run_1/placement.png
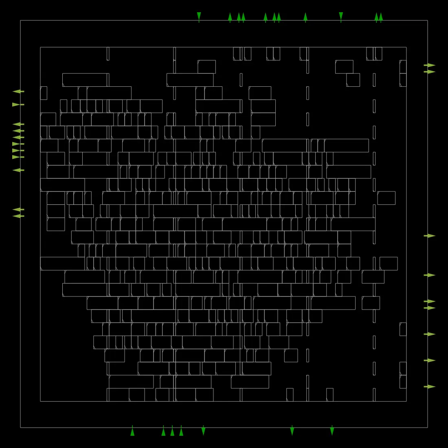
run_1/cell_density.png
The die is cut into 8 by 8 equal tiles; black is low, pale yellow is high, 0 to 100% covered.
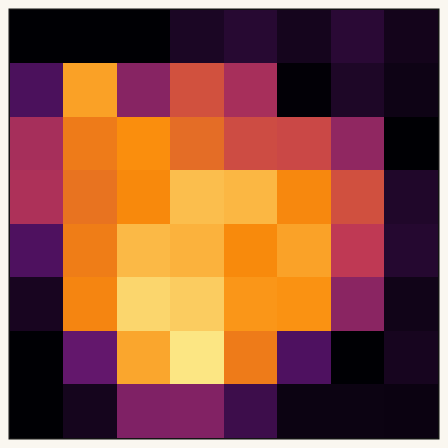
run_1/layer_met3.png
Scale bar: 20 um.
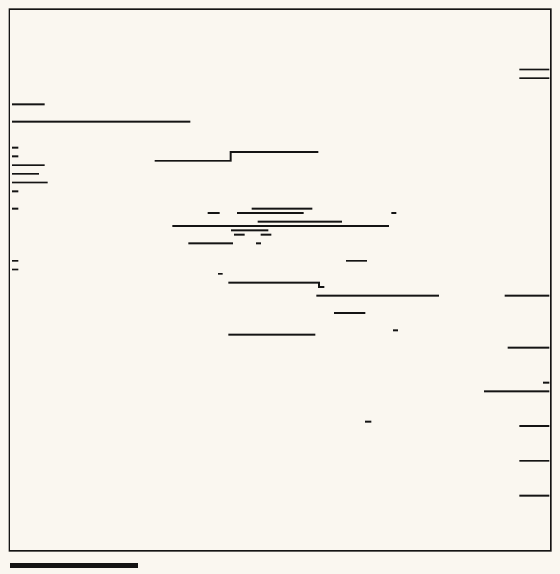
--- src/rtl/pc_ctrl_pkg.sv ---
// rtl/pc_ctrl_pkg.sv - shared definitions: FSM state type and default branch-offset table
package definitions;

    localparam int DEF_PC_W      = 10;
    localparam int DEF_LUT_DEPTH = 8;

    typedef enum logic [1:0] {
        IDLE  = 2'd0,
        RUN   = 2'd1,
        STALL = 2'd2,
        DONE  = 2'd3
    } pc_state_t;

    // Unsigned offset magnitudes; the branch direction comes from the decoder.
    localparam logic [15:0] BR_OFFSETS [DEF_LUT_DEPTH] = '{
        16'd0, 16'd1, 16'd4, 16'd5, 16'd8, 16'd16, 16'd3, 16'd100
    };

endpackage

--- src/rtl/pc_ctrl_if.sv ---
// rtl/pc_ctrl_if.sv - handshake, decoder/ALU flags and PC outputs of the fetch stage
interface pc_ctrl_if #(
    parameter int PC_W = 10
);
    logic            Req;
    logic            Ack;
    logic            Branch;
    logic            BranchDir;
    logic [2:0]      LutIdx;
    logic            Halt;
    logic            MemStall;
    logic [PC_W-1:0] PC;
    logic            Run;
    logic [15:0]     InstCount;

    modport master (
        output Req, Branch, BranchDir, LutIdx, Halt, MemStall,
        input  Ack, PC, Run, InstCount
    );

    modport slave (
        input  Req, Branch, BranchDir, LutIdx, Halt, MemStall,
        output Ack, PC, Run, InstCount
    );
endinterface

--- src/rtl/pc_ctrl_branch_lut.sv ---
// rtl/pc_ctrl_branch_lut.sv - combinational ROM from the 3-bit immediate to a PC-wide offset
module branch_lut
    import definitions::*;
#(
    parameter int PC_W      = DEF_PC_W,
    parameter int LUT_DEPTH = DEF_LUT_DEPTH
) (
    input  logic [2:0]      i_idx,
    output logic [PC_W-1:0] o_offset
);

    // Indices beyond a shortened table read as a zero offset (self-loop).
    always_comb begin
        o_offset = '0;
        if (32'(i_idx) < LUT_DEPTH) begin
            o_offset = PC_W'(BR_OFFSETS[i_idx]);
        end
    end

endmodule

--- src/rtl/pc_ctrl.sv ---
// rtl/pc_ctrl.sv - program counter, start/done handshake FSM and optional retired-instruction counter
// Optional counter enabled by defining PC_CTRL_PERF_CNT_EN; otherwise InstCount is tied to zero.
module pc_ctrl
    import definitions::*;
#(
    parameter int PC_W       = DEF_PC_W,
    parameter int START_ADDR = 0,
    parameter int LUT_DEPTH  = DEF_LUT_DEPTH
) (
    input  logic      Clk,
    input  logic      Reset,
    pc_ctrl_if.slave  bus
);

    localparam logic [PC_W-1:0] START_PC = PC_W'(START_ADDR);
    localparam logic [PC_W-1:0] PC_ONE   = PC_W'(1);

    pc_state_t       r_state;
    pc_state_t       w_state_nxt;
    logic [PC_W-1:0] r_pc;
    logic [PC_W-1:0] w_pc_nxt;
    logic [PC_W-1:0] w_offset;

    branch_lut #(
        .PC_W      (PC_W),
        .LUT_DEPTH (LUT_DEPTH)
    ) u_branch_lut (
        .i_idx    (bus.LutIdx),
        .o_offset (w_offset)
    );

    always_ff @(posedge Clk or negedge Reset) begin
        if (!Reset) begin
            r_state <= IDLE;
            r_pc    <= START_PC;
        end else begin
            r_state <= w_state_nxt;
            r_pc    <= w_pc_nxt;
        end
    end

    // Halt outranks MemStall, which outranks Branch; all PC math wraps modulo 2^PC_W.
    always_comb begin
        w_state_nxt = r_state;
        w_pc_nxt    = r_pc;
        unique case (r_state)
            IDLE: begin
                if (bus.Req) begin
                    w_state_nxt = RUN;
                    w_pc_nxt    = START_PC;
                end
            end
            RUN: begin
                if (bus.Halt) begin
                    w_state_nxt = DONE;
                end else if (bus.MemStall) begin
                    w_state_nxt = STALL;
                end else if (bus.Branch) begin
                    w_pc_nxt = bus.BranchDir ? (r_pc - w_offset) : (r_pc + w_offset);
                end else begin
                    w_pc_nxt = r_pc + PC_ONE;
                end
            end
            STALL: begin
                w_state_nxt = RUN;
                w_pc_nxt    = r_pc + PC_ONE;
            end
            DONE: begin
                if (!bus.Req) begin
                    w_state_nxt = IDLE;
                end
            end
            default: begin
                w_state_nxt = IDLE;
            end
        endcase
    end

    assign bus.PC  = r_pc;
    assign bus.Run = (r_state == RUN);
    assign bus.Ack = (r_state == DONE);

`ifdef PC_CTRL_PERF_CNT_EN
    logic [15:0] r_inst_cnt;
    logic        w_retire;

    // A Halt cycle retires even if MemStall is also raised, since Halt wins.
    assign w_retire = (r_state == RUN) && (bus.Halt || !bus.MemStall);

    always_ff @(posedge Clk or negedge Reset) begin
        if (!Reset) begin
            r_inst_cnt <= '0;
        end else if ((r_state == IDLE) && bus.Req) begin
            r_inst_cnt <= '0;
        end else if (w_retire && (r_inst_cnt != 16'hFFFF)) begin
            r_inst_cnt <= r_inst_cnt + 16'd1;
        end
    end

    assign bus.InstCount = r_inst_cnt;
`else
    assign bus.InstCount = '0;
`endif

endmodule

--- src/flat_wrapper.sv ---
// flat-port wrapper written by rule: the top's interface ports become plain ports
module pc_ctrl_flat import definitions::*;
#(
    parameter int PC_W       = DEF_PC_W,
    parameter int START_ADDR = 0,
    parameter int LUT_DEPTH  = DEF_LUT_DEPTH
)
  (Clk, Reset, bus_Req, bus_Branch, bus_BranchDir, bus_LutIdx, bus_Halt, bus_MemStall, bus_Ack, bus_PC, bus_Run, bus_InstCount);
  pc_ctrl_if #(.PC_W(PC_W)) bus_i ();
  input  logic Clk;
  input  logic Reset;
  input wire logic [$bits(bus_i.Req)-1:0] bus_Req;
  input wire logic [$bits(bus_i.Branch)-1:0] bus_Branch;
  input wire logic [$bits(bus_i.BranchDir)-1:0] bus_BranchDir;
  input wire logic [$bits(bus_i.LutIdx)-1:0] bus_LutIdx;
  input wire logic [$bits(bus_i.Halt)-1:0] bus_Halt;
  input wire logic [$bits(bus_i.MemStall)-1:0] bus_MemStall;
  output wire logic [$bits(bus_i.Ack)-1:0] bus_Ack;
  output wire logic [$bits(bus_i.PC)-1:0] bus_PC;
  output wire logic [$bits(bus_i.Run)-1:0] bus_Run;
  output wire logic [$bits(bus_i.InstCount)-1:0] bus_InstCount;
  assign bus_i.Req = bus_Req;
  assign bus_i.Branch = bus_Branch;
  assign bus_i.BranchDir = bus_BranchDir;
  assign bus_i.LutIdx = bus_LutIdx;
  assign bus_i.Halt = bus_Halt;
  assign bus_i.MemStall = bus_MemStall;
  assign bus_Ack = bus_i.Ack;
  assign bus_PC = bus_i.PC;
  assign bus_Run = bus_i.Run;
  assign bus_InstCount = bus_i.InstCount;
  pc_ctrl #(.PC_W(PC_W), .START_ADDR(START_ADDR), .LUT_DEPTH(LUT_DEPTH)) u_core (.Clk(Clk), .Reset(Reset), .bus(bus_i));
endmodule
--- config.mk ---
export PLATFORM = sky130hd
export DESIGN_NAME = pc_ctrl_flat
export DESIGN_NICKNAME = d
export VERILOG_FILES = /design/src/rtl/pc_ctrl_pkg.sv /design/src/rtl/pc_ctrl_if.sv /design/src/rtl/pc_ctrl_branch_lut.sv /design/src/rtl/pc_ctrl.sv /design/src/flat_wrapper.sv
export SDC_FILE = /design/constraint.sdc
export NUM_CORES = 1
export LEC_CHECK = 0
export ABC_AREA = 1
export CAP_MARGIN = 10
export CORE_MARGIN = 4
export CORE_UTILIZATION = 30
export CTS_CLUSTER_DIAMETER = 60
export DETAILED_ROUTE_END_ITERATION = 8
export PLACE_DENSITY = 0.66
export SETUP_SLACK_MARGIN = 0.05
export SYNTH_ARGS = -nofsm -noshare
export SYNTH_HDL_FRONTEND = slang
export SYNTH_HIERARCHICAL = 1
export SYNTH_SLANG_ARGS = --single-unit
--- constraint.sdc ---
create_clock -name Clk -period 1.9 [get_ports Clk]
set_clock_uncertainty 0.1 [all_clocks]
set_input_delay 0.38 -clock Clk [delete_from_list [all_inputs] [get_ports Clk]]
set_output_delay 0.38 -clock Clk [all_outputs]
set_load 0.01 [all_outputs]
==> summary.txt, run 1 <==
The following summarizes the physical implementation.

Run status
The run finished, with violations left. The checks that failed: setup timing.

STA
The smallest clock period supported by the final layout is computed as 2.371 ns. The peak clock frequency supported by timing is about 0.42 GHz. Per the finish-stage timing summary, setup violations number 8. The number of endpoints with negative hold slack in the final report is 0. The final layout reports a setup TNS of -3.029 ns. The final worst slack is -0.4709 ns. Setup repair after global routing could not meet its margin everywhere.

Placed design
The count of placed standard cells including taps is 411. The post-placement worst setup slack is -1.272 ns.

Detailed routing
The number of iterations in the first detailed-routing pass is 4. After detailed routing, the number of remaining DRC violations is 0. Signal routing reaches up to met4.

Logic synthesis
The Yosys chip area is 1753 um2. The share of synthesized area spent on multiplexers is 0%. The number of enable-type register cells in the synthesized netlist is 0. Of the post-synthesis cell area, the dominant cell type holds about 17%. The post-synthesis cell count is 278.

Job
The number of max-cap violations is 0. The tally of OpenROAD warnings is 33.

Hold path
The min-delay analysis places its worst path in the category input port to async pin.

Global routing
The initial antenna violation count is 0. Global routing consumed, on the met2 layer, 25.25% of the routing resources. After global routing, the most crowded layer is met2. The via count of the first global-routing pass is just over 2,000. The maximum number of pins on one net before global-route repair is 13. The remaining global-route overflow is 0.

Pwr
The internal cell power is roughly 1.7 mW. Sequential cells burn a little over an eighth of the power.

CTS
CTS placed an instance of clkbuf_8 at the clock tree root. The number of buffers on the longest clock path is 2. The number of clock buffers added by TritonCTS is 3.

Finish
The number of buffers outside the clock class in the layout is roughly 75. The non-clock inverters instantiated in the layout total ~48. The number of antenna cells inserted is 0. The layout multi-input combinational cell count is about 220.

Floorplan
According to the floorplan report, the die height is 84.44 um. In this run the horizontal extent of the chip is about 84 um.

Critical path
The delay of the slowest critical-path stage is between 0.2 and 0.3 ns. The report shows a maximum critical-path fanout of 4.
-- placement.png (at the start) --
fillers: 525
flip-flops: 12

-- cell_density.png (at the start) --
The fullest tile reaches 95%. 13% of the tiles are nearly empty. The densest ninth of the die: center.
Core Box Area: 5574 um2
effective utilization at floorplan: 31.45%
Final Util: 52.12%

-- layer_met3.png (at the start) --
The wires run mostly horizontal. The layer holds 4.8% of the routed length. 35 nets have wire on it. The longest straight run is 33.6 um.
aggregate routed wire length: 5.462 mm
via count: 2,001
met3 demand-to-capacity share in global routing: 2.846%

[run 1: power groups by stage]
stage / registers (mW) / logic (mW) / clock network, mW
after floorplan: 0.464 / 1.11 / 0
after global placement: 0.417 / 1.91 / 0
after detailed placement: 0.420 / 1.93 / 0
after CTS: 0.419 / 2.15 / 0.304
after global routing: 0.430 / 2.75 / 0.314
final: 0.420 / 2.52 / 0.295
[run 1: flip-flops by register name (all words and copies together), names as in the netlist]
register	cells
u_core/bus.PC	10
u_core/r_state	2
[run 1: through the flow]
step	power (mW)	util [%]	hold slack (ns)	area [um2]
floorplan	1.578	-	-0.01559	1942
global placement	2.330	43.32	0.4645	2415
detailed placement	2.355	43.32	0.4823	2415
CTS	2.874	48.13	0.3389	2683
global route	3.497	52.12	0.3525	2905
finish	3.231	52.12	0.3359	2905
[run 1: placed cells by master (no fill, tap or decap), drive strengths merged]
| master | n |
|---|---|
| nand2 | 71 |
| buf | 57 |
| inv | 46 |
| nor2 | 22 |
| o21ai | 21 |
| conb | 19 |
| nand3 | 17 |
| a21oi | 16 |
| ha | 16 |
| clkdlybuf4s50 | 12 |
| dfrtp | 12 |
| nor3 | 6 |
| clkbuf | 4 |
| xor2 | 4 |
| dlygate4sd2 | 3 |
| dlymetal6s2s | 3 |
| xnor2 | 3 |
| o21bai | 3 |
| a21o | 2 |
| nand3b | 2 |
| clkinv | 2 |
| o31ai | 2 |
| a31oi | 2 |
| o22ai | 2 |
| a22oi | 1 |
| nor4 | 1 |
| o211ai | 1 |
| o2111ai | 1 |
| nand4 | 1 |
| or2 | 1 |
| fa | 1 |
[run 1: what timing repair did]
action	4_1_cts	5_1_grt
resized	61	48
pin swaps	39	33
buffers inserted	6	6
cloned	0	0
setup endpoints to repair	12	13
==> run 1 -> run 2 <==
--- a/config.mk
+++ b/config.mk
@@ -9,6 +9,7 @@
 export CAP_MARGIN = 10
 export CORE_MARGIN = 4
 export CORE_UTILIZATION = 30
+export CTS_BUF_LIST = sky130_fd_sc_hd__clkbuf_4 sky130_fd_sc_hd__clkbuf_8 sky130_fd_sc_hd__clkbuf_16
 export CTS_CLUSTER_DIAMETER = 60
 export DETAILED_ROUTE_END_ITERATION = 8
 export PLACE_DENSITY = 0.66
run_2/layer_met3.png
Scale bar: 20 um.
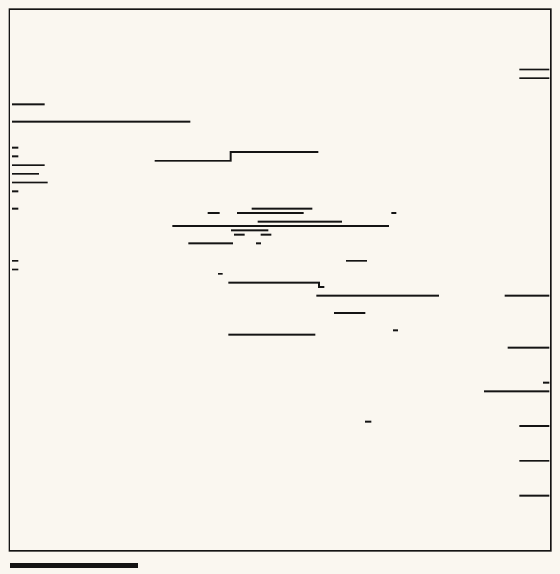
The layer holds 4.8% of the routed length. The layer carries 262 um of wire. The wires run mostly horizontal. 35 nets have wire on it.

run_2/io_fan.png
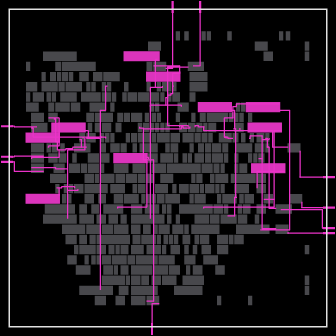
bus_PC: in magenta, direction output, edge 4 east, 3 west, 2 north, 1 south, end cells 10, wire 729 um.
count of port buffers added during placement: 21
I/O pin cnt: 38

==> run 2 against run 1 <==
  * The flow still finishes with violations (setup timing)
  * Sequential share of layout area stayed put
  * Combinational power hardly changed
  * Clock power about the same
  * Core utilization unchanged
  * Register-to-register slack is essentially flat
  * Die area unchanged
  * Cell count is the same
  * Routed wire length unchanged
  * Worst hold slack unchanged
  * Worst setup slack is the same
  * Cell area stayed put
  * Global-route usage is the same
==> summary.txt, run 2 <==
The following summarizes the physical implementation.

Run status
The run finished, with violations left. The final reports fail on setup timing.

CTS
The post-cts sizing count came to 61 (unchanged). The number of buffers inserted by hold repair at cts is 0. The number of buffers on the longest clock path is 2 (unchanged). The buffer cell driving the clock tree root is clkbuf_8. The number of setup buffers added after CTS was 6 (unchanged). The number of clock buffers inserted by TritonCTS was 3 (unchanged).

Detailed routing
The post-detailed-routing wire length is 5.462 mm (unchanged). The number of iterations in the first detailed-routing pass is 4 (unchanged). The total via count in the routed design came to 2,001 (unchanged). The DRC violation count after routing is 0 (unchanged).

Hold path
The worst hold-check path type is input port to async pin.

STA
The setup total negative slack is -3.029 ns (unchanged). Setup repair after global routing could not meet its margin everywhere. The post-route minimum period is 2.371 ns (unchanged). The total setup violations reported at the end of the flow was 8 (unchanged). The number of endpoints with negative hold slack in the final report is 0 (unchanged).

The final worst slack is -0.4709 ns (unchanged).

Critical path
The critical-path maximum fanout was 4 (unchanged). The delay of the slowest critical-path stage was 0.28 ns (about the same). According to the timing report, the critical path is launched from bus_LutIdx[0].

Global routing
The initial antenna violation count is 0 (unchanged). The remaining global-route overflow came to 0 (unchanged). The maximum number of pins on one net before global-route repair is 13 (unchanged). The via count of the first global-routing pass was 2,013 (unchanged).

Floorplan
The y dimension of the die is 84.44 um (unchanged). The floorplan core area was 5574 um2 (unchanged). The die width is 84.44 um (unchanged).

The effective utilization at floorplan was 31.45% (unchanged).

Job
The number of max-cap violations was 0 (unchanged). The tally of OpenROAD warnings is 33 (unchanged).

Placed design
The placed standard-cell area is 2415 um2 (unchanged).

Logic synthesis
The total standard cell area after synthesis is 1753 um2. The post-synthesis cell count is 278 (unchanged). The number of enable-type register cells in the synthesized netlist came to 0 (unchanged). The share of the synthesized area in the top cell type came to 17.13% (unchanged). The Yosys chip area was 1753 um2 (unchanged).

Finish
The fraction of the core area covered by cells at the end of the flow came to 52.12% (unchanged). The final instance area is 2905 um2 (unchanged). The number of antenna cells inserted is 0 (unchanged). The number of flip-flops under the largest register name is 10 (unchanged).

Pwr
The total power draw is 3.231 mW (unchanged).
run_2/logic_types.png
Scale bar: 20 um.
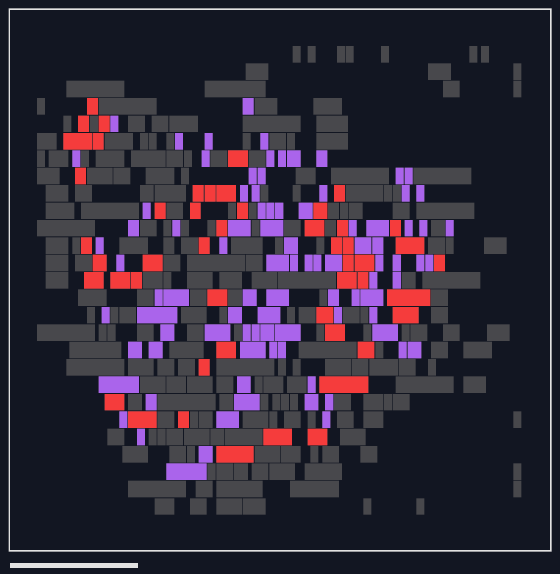
NAND gates: in purple, cells 91, most used nand2_1. inverting AOI/OAI gates: in red, cells 49, most used o21ai_1.
non-filler instance count after layout: 426
commonest non-fill, non-tap cell in the layout: nand2_1
fraction of standard cell area in multi-input logic: 55.17%

[run 2: worst min path at each step]
stage	depth (start not counted)	start	to
finish	2	Reset	u_core/bus.PC[4]$_DFFE_PN0P_
global route	2	Reset	u_core/r_state[1]$_DFFE_PN0P_
CTS	2	Reset	u_core/bus.PC[3]$_DFFE_PN0P_
detailed placement	2	u_core/bus.PC[9]$_DFFE_PN0P_	u_core/bus.PC[9]$_DFFE_PN0P_
global placement	2	u_core/bus.PC[9]$_DFFE_PN0P_	u_core/bus.PC[9]$_DFFE_PN0P_
floorplan	0	Reset	u_core/bus.PC[0]$_DFFE_PN0P_
[run 2: where the power goes]
| group | switching [mW] | internal [mW] | leakage (nW) |
|---|---|---|---|
| registers | 0.0813 | 0.339 | 0.158 |
| logic | 1.36 | 1.16 | 1.28 |
| clock network | 0.111 | 0.184 | 0.0288 |
| total | 1.55 | 1.68 | 1.46 |
[run 2: layer usage]
layer | wire, um | global-route usage (%)
met3 | 261 | 2.846
met1 | 2380 | 18.30
met4 | 86 | 4.748
met2 | 2734 | 25.25
met5 | 0 | 0
[run 2: kinds of logic (layout without fill, tap and decap cells)]
group                      count (synthesis)  after routing  synth area share (%)
adders and majority gates                 17             17                 12.56
xor gates and xnor gates                   7              7                 3.498
AOI/OAI and AO/OA                         51             51                 17.06
buffers and inverters                     68            127                 18.99
DFF                                       12             12                 17.13
other                                      2             19                0.4284
and+or+nand+nor                          121            121                 30.34
[run 2: area by class of cell]
type	count	area (um2)
Inverter	48	197.7
Clock buffer	4	55.05
Tap cell	72	90.09
Multi-Input combinational cell	215	1603
Sequential cell	12	301.5
Timing Repair Buffer	75	658.1
Fill cell	525	2669
Power and IR drop assume default switching activity.
